**src/rtl/reg_scoreboard.sv**
```systemverilog
// Register-file write scoreboard: per-register in-flight write counters that stall decode
// on RAW hazards and on a full destination counter, with a stall-cycle counter and an underflow flag.
module reg_scoreboard #(
   parameter int unsigned CNT_W     = 2,
   parameter bit          WB_BYPASS = 1'b1,
   parameter int unsigned PERF_W    = 32
) (
   input  logic              clock,
   input  logic              reset,
   input  logic              issue_valid,
   input  logic [4:0]        issue_rs1,
   input  logic [4:0]        issue_rs2,
   input  logic              issue_use_rs1,
   input  logic              issue_use_rs2,
   input  logic [4:0]        issue_rd,
   input  logic              issue_writes_rd,
   input  logic              wb_valid,
   input  logic [4:0]        wb_rd,
   input  logic              kill_valid,
   input  logic [4:0]        kill_rd,
   output logic              stall,
   output logic              issue_accept,
   output logic [31:0]       busy_vec,
   output logic [PERF_W-1:0] stall_count,
   output logic              underflow_err
);

   // Wide enough to hold cnt + inc and compare against a 2-bit decrement
   localparam int unsigned SW = CNT_W + 2;

   logic [CNT_W-1:0]  cnt_q [32];
   logic [CNT_W-1:0]  cnt_d [32];
   logic [31:0]       busy_q, busy_d;
   logic [PERF_W-1:0] stall_count_q, stall_count_d;
   logic              underflow_q, underflow_d;
   logic              haz_rs1, haz_rs2, rd_full;

   // A writeback draining the last pending write makes the source safe this cycle
   always_comb begin
      haz_rs1 = issue_use_rs1 && (issue_rs1 != 5'd0) && (cnt_q[issue_rs1] != '0) &&
                !(WB_BYPASS && wb_valid && (wb_rd == issue_rs1) &&
                  (cnt_q[issue_rs1] == CNT_W'(1)));
      haz_rs2 = issue_use_rs2 && (issue_rs2 != 5'd0) && (cnt_q[issue_rs2] != '0) &&
                !(WB_BYPASS && wb_valid && (wb_rd == issue_rs2) &&
                  (cnt_q[issue_rs2] == CNT_W'(1)));
      rd_full = issue_writes_rd && (issue_rd != 5'd0) && (cnt_q[issue_rd] == '1);
      stall        = !reset && issue_valid && (haz_rs1 || haz_rs2 || rd_full);
      issue_accept = !reset && issue_valid && !stall;
   end

   always_comb begin
      logic          inc, wb_hit, kill_hit;
      logic [1:0]    dec;
      logic [SW-1:0] sum, decw;
      cnt_d       = cnt_q;
      busy_d      = '0;
      underflow_d = underflow_q;
      cnt_d[0]    = '0;
      for (int r = 1; r < 32; r++) begin
         inc      = issue_accept && issue_writes_rd && (issue_rd == 5'(r));
         wb_hit   = wb_valid && (wb_rd == 5'(r));
         kill_hit = kill_valid && (kill_rd == 5'(r));
         dec      = {1'b0, wb_hit} + {1'b0, kill_hit};
         sum      = SW'(cnt_q[r]) + SW'(inc);
         decw     = SW'(dec);
         if (decw > sum) begin
            cnt_d[r]    = '0;
            underflow_d = 1'b1;
         end else begin
            cnt_d[r] = CNT_W'(sum - decw);
         end
         busy_d[r] = (cnt_d[r] != '0);
      end
      stall_count_d = stall_count_q;
      if (issue_valid && stall && (stall_count_q != '1)) begin
         stall_count_d = stall_count_q + PERF_W'(1);
      end
   end

   always_ff @(posedge clock) begin
      if (reset) begin
         for (int r = 0; r < 32; r++) cnt_q[r] <= '0;
         busy_q        <= '0;
         stall_count_q <= '0;
         underflow_q   <= 1'b0;
      end else begin
         cnt_q         <= cnt_d;
         busy_q        <= busy_d;
         stall_count_q <= stall_count_d;
         underflow_q   <= underflow_d;
      end
   end

   assign busy_vec      = busy_q;
   assign stall_count   = stall_count_q;
   assign underflow_err = underflow_q;

endmodule
```
**config.mk**
```make
export PLATFORM = sky130hd
export DESIGN_NAME = reg_scoreboard
export DESIGN_NICKNAME = d
export VERILOG_FILES = /design/src/rtl/reg_scoreboard.sv
export SDC_FILE = /design/constraint.sdc
export NUM_CORES = 1
export LEC_CHECK = 0
export CAP_MARGIN = 20
export CORE_MARGIN = 4
export CORE_UTILIZATION = 55
export CTS_CLUSTER_DIAMETER = 150
export CTS_CLUSTER_SIZE = 10
export DETAILED_ROUTE_END_ITERATION = 16
export PLACE_DENSITY_LB_ADDON = 0.25
export SETUP_SLACK_MARGIN = 0.15
export SYNTH_ARGS = -nofsm -noshare
export SYNTH_HDL_FRONTEND = slang
export SYNTH_SLANG_ARGS = --single-unit
```
**constraint.sdc**
```tcl
create_clock -name clock -period 8.6 [get_ports clock]
set_input_delay 2.58 -clock clock [delete_from_list [all_inputs] [get_ports clock]]
set_output_delay 2.58 -clock clock [all_outputs]
set_load 0.02 [all_outputs]
```
==> flow_summary.html <==
<h2>Synthesis and place &amp; route</h2>
<table>
<tr><th>Metric</th><th>Value</th></tr>
<tr><th colspan="2">Outcome</th></tr>
<tr><td>Run status</td><td>finished clean</td></tr>
<tr><th colspan="2">Floorplanning</th></tr>
<tr><td>Die outline height</td><td>145 um</td></tr>
<tr><td>Num tapcells</td><td>229</td></tr>
<tr><td>Die Outline Area</td><td>21000 um^2</td></tr>
<tr><th colspan="2">Place</th></tr>
<tr><td>DP Cell Count</td><td>1488</td></tr>
<tr><td>Port-buffer cells</td><td>98</td></tr>
<tr><th colspan="2">Worst setup path</th></tr>
<tr><td>Register-to-register path setup slack</td><td>3.42 ns</td></tr>
<tr><td>Critical path's largest stage delay</td><td>0.72 ns</td></tr>
<tr><td>Startpoint Class</td><td>input pin</td></tr>
<tr><td>Library cell appearing most often on the critical path</td><td>sky130_fd_sc_hd__clkdlybuf4s50_1</td></tr>
<tr><td>Worst path cell trace</td><td>clkdlybuf4s50_1, buf_4, nor4b_2, nand2_1, o2111ai_1, a21oi_1, o31ai_1, nor4_4, nor2_1, clkdlybuf4s50_1</td></tr>
<tr><td>Data arrival time at the worst-slack endpoint</td><td>5.65 ns</td></tr>
<tr><td>Crit path kind</td><td>in -&gt; out</td></tr>
<tr><td>Data required, critical path</td><td>6.02 ns</td></tr>
<tr><td>Count of cells along the worst register-to-register path</td><td>18</td></tr>
<tr><td>Count of buffer and inverter cells on the critical path</td><td>3</td></tr>
<tr><td>Capture point of the critical path</td><td>stall</td></tr>
<tr><td>Launch point of the critical path</td><td>issue_rd[1]</td></tr>
<tr><td>Crit. End Element</td><td>primary output</td></tr>
<tr><th colspan="2">Global route</th></tr>
<tr><td>Overall global routing resource usage</td><td>27.6%</td></tr>
<tr><td>Maximum number of pins on one net before global-route repair</td><td>74</td></tr>
<tr><td>Vias in the first global route</td><td>around 9k</td></tr>
<tr><td>Global route overflow</td><td>0</td></tr>
<tr><td>Met3 routing resource usage after global routing</td><td>~8.4%</td></tr>
<tr><td>Antenna violations before repair</td><td>2</td></tr>
<tr><th colspan="2">Timing</th></tr>
<tr><td>RSZ-0062 raised after global routing</td><td>false</td></tr>
<tr><td>Period utilisation layout</td><td>95.7%</td></tr>
<tr><td>Peak Freq</td><td>122 MHz</td></tr>
<tr><td>Final slew viol count</td><td>0</td></tr>
<tr><td>Worst slew pin tran</td><td>1.09 ns</td></tr>
<tr><td>Clock period minus worst slack</td><td>8.23 ns</td></tr>
<tr><td>Fin Setup TNS</td><td>0 ns</td></tr>
<tr><th colspan="2">Logic synthesis</th></tr>
<tr><td>Share of synthesized registers carrying an async set or reset</td><td>0%</td></tr>
<tr><td>Synthesized-area fraction occupied by adder cells</td><td>22.7%</td></tr>
<tr><td>Largest non-sequential cell family by area</td><td>simple AND/OR/NAND/NOR gates</td></tr>
<tr><td>Most common reg cell</td><td>sky130_fd_sc_hd__dfxtp_1</td></tr>
<tr><td>Avg Inst Size Synth</td><td>8.65 um^2</td></tr>
<tr><td>Cells in synth_stat.txt</td><td>1194</td></tr>
<tr><td>Syn Nets</td><td>1414</td></tr>
<tr><td>Most popular library cell in the synthesized design by count</td><td>sky130_fd_sc_hd__ha_1</td></tr>
<tr><td>Simple Share, Synth</td><td>22.8%</td></tr>
<tr><td>Area leader, netlist</td><td>sky130_fd_sc_hd__dfxtp_1</td></tr>
<tr><td>Synthesized flop and latch total</td><td>126</td></tr>
<tr><td>Top cells by count, synth</td><td>sky130_fd_sc_hd__ha_1 (187), sky130_fd_sc_hd__nor2_1 (140), sky130_fd_sc_hd__inv_1 (131)</td></tr>
<tr><td>Distinct cell type count of the synthesized netlist</td><td>58</td></tr>
<tr><td>Multiplexer area fraction after synthesis</td><td>11.3%</td></tr>
<tr><td>XOR Share, Synth</td><td>between 3 and 4%</td></tr>
<tr><td>Area of the mapped netlist</td><td>10300 um^2</td></tr>
<tr><td>Number of warnings printed during yosys synthesis</td><td>0</td></tr>
<tr><th colspan="2">Clock tree</th></tr>
<tr><td>Clk pin slew, worst setup/hold paths</td><td>0.06 ns</td></tr>
<tr><td>Post-CTS repair timing setup buffer count</td><td>0</td></tr>
<tr><td>Clock tree from TritonCTS</td><td>done</td></tr>
<tr><td>Hold Buf Count CTS</td><td>0</td></tr>
<tr><td>TritonCTS Buffers</td><td>17</td></tr>
<tr><td>Count of cells resized by post-cts repair</td><td>0</td></tr>
<tr><th colspan="2">Routing</th></tr>
<tr><td>Number of iterations in the first detailed-routing pass</td><td>8</td></tr>
<tr><td>Routed length on met2</td><td>roughly 13 mm</td></tr>
<tr><td>DRC violations left</td><td>0</td></tr>
<tr><td>Count of nets left with antenna violations after detail routing</td><td>0</td></tr>
<tr><td>Final wirelength</td><td>~30 mm</td></tr>
<tr><td>Routed wire per std cell</td><td>just under 20 um</td></tr>
<tr><td>Highest routed metal layer</td><td>met5</td></tr>
<tr><th colspan="2">Final layout</th></tr>
<tr><td>Post-route non-filler standard cell count</td><td>1521</td></tr>
<tr><td>Most used cells in the layout excluding fill and tap cells</td><td>sky130_fd_sc_hd__ha_1 (187), sky130_fd_sc_hd__nor2_1 (140), sky130_fd_sc_hd__inv_1 (131)</td></tr>
<tr><td>Count of filler cells inserted in the layout</td><td>approximately 1.5k</td></tr>
<tr><td>Inverter count of the layout excluding clock inverters</td><td>131</td></tr>
<tr><td>Layout non-clock buf frac</td><td>9.84%</td></tr>
<tr><td>Total area of multi-input combinational cells</td><td>7020 um^2</td></tr>
<tr><td>Fraction of final layout cells sized beyond drive strength 1</td><td>between 10% and 20%</td></tr>
<tr><th colspan="2">Power and ir drop</th></tr>
<tr><td>Maximum ir drop on the vdd rail</td><td>0.124 mV</td></tr>
<tr><td>Pleak</td><td>5.23 nW</td></tr>
<tr><th colspan="2">Min path</th></tr>
<tr><td>Worst Hold Path Cells</td><td>2</td></tr>
<tr><td>Class of the most critical hold timing path</td><td>reg -&gt; reg</td></tr>
</table>
-- registers in the layout (all words and copies together), names as in the netlist --
register	flops
busy_vec	31
cnt_q	62
stall_count	32
underflow_err	1
-- stage by stage --
stage	instance area, um^2	setup slack [ns]	util [%]	hold slack (ns)
6_report	12100	0.374	66.5	0.494
5_1_grt	12100	0.264	66.5	0.532
4_1_cts	12100	0.203	66.4	0.492
3_5_place_dp	11500	0.214	63.2	0.485
3_3_place_gp	11500	0.183	63.2	0.480
2_1_floorplan	10300	1.30	-	0.553
-- where the power goes --
part / leakage, nW / switching (W) / internal [W] / total [W]
combinational: 3.94 / 0.000120 / 0.0000805 / 0.000201
sequential: 1.02 / 0.00000861 / 0.000592 / 0.000601
clock: 0.273 / 0.000302 / 0.000430 / 0.000732
total: 5.23 / 0.000431 / 0.00110 / 0.00153
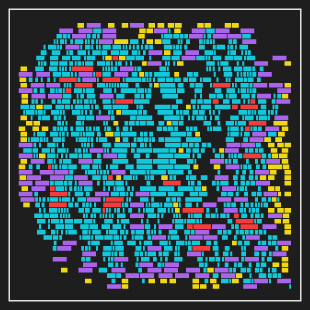
*Cell classes on the final placement*
Scale: 2 px per um.
Yellow shows remaining buffers and delay cells, cells 121, share of their area 10%. Cyan shows remaining logic cells, cells 1012, share of their area 64%. Purple shows registers, cells 126, share of their area 21%. Red shows clock drivers and dummy loads, cells 32, share of their area 5.0%.

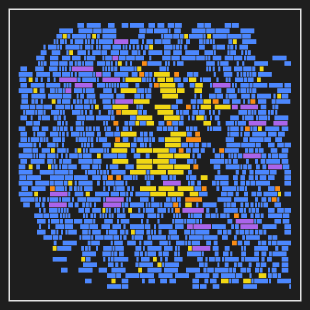
*Sizing map*
Scale: 2 px per um.
Yellow shows x2, cells 92, share 7.1%. Blue shows x1 and smaller, cells 1144, share 89%. Orange shows x3 and x4, cells 28, share 2.2%. Purple shows x6 and larger, cells 27, share 2.1%.
total non-filler cell area in the finished layout: 12100 um^2
Non-clock buffers: 121

Power and IR drop assume default switching activity.
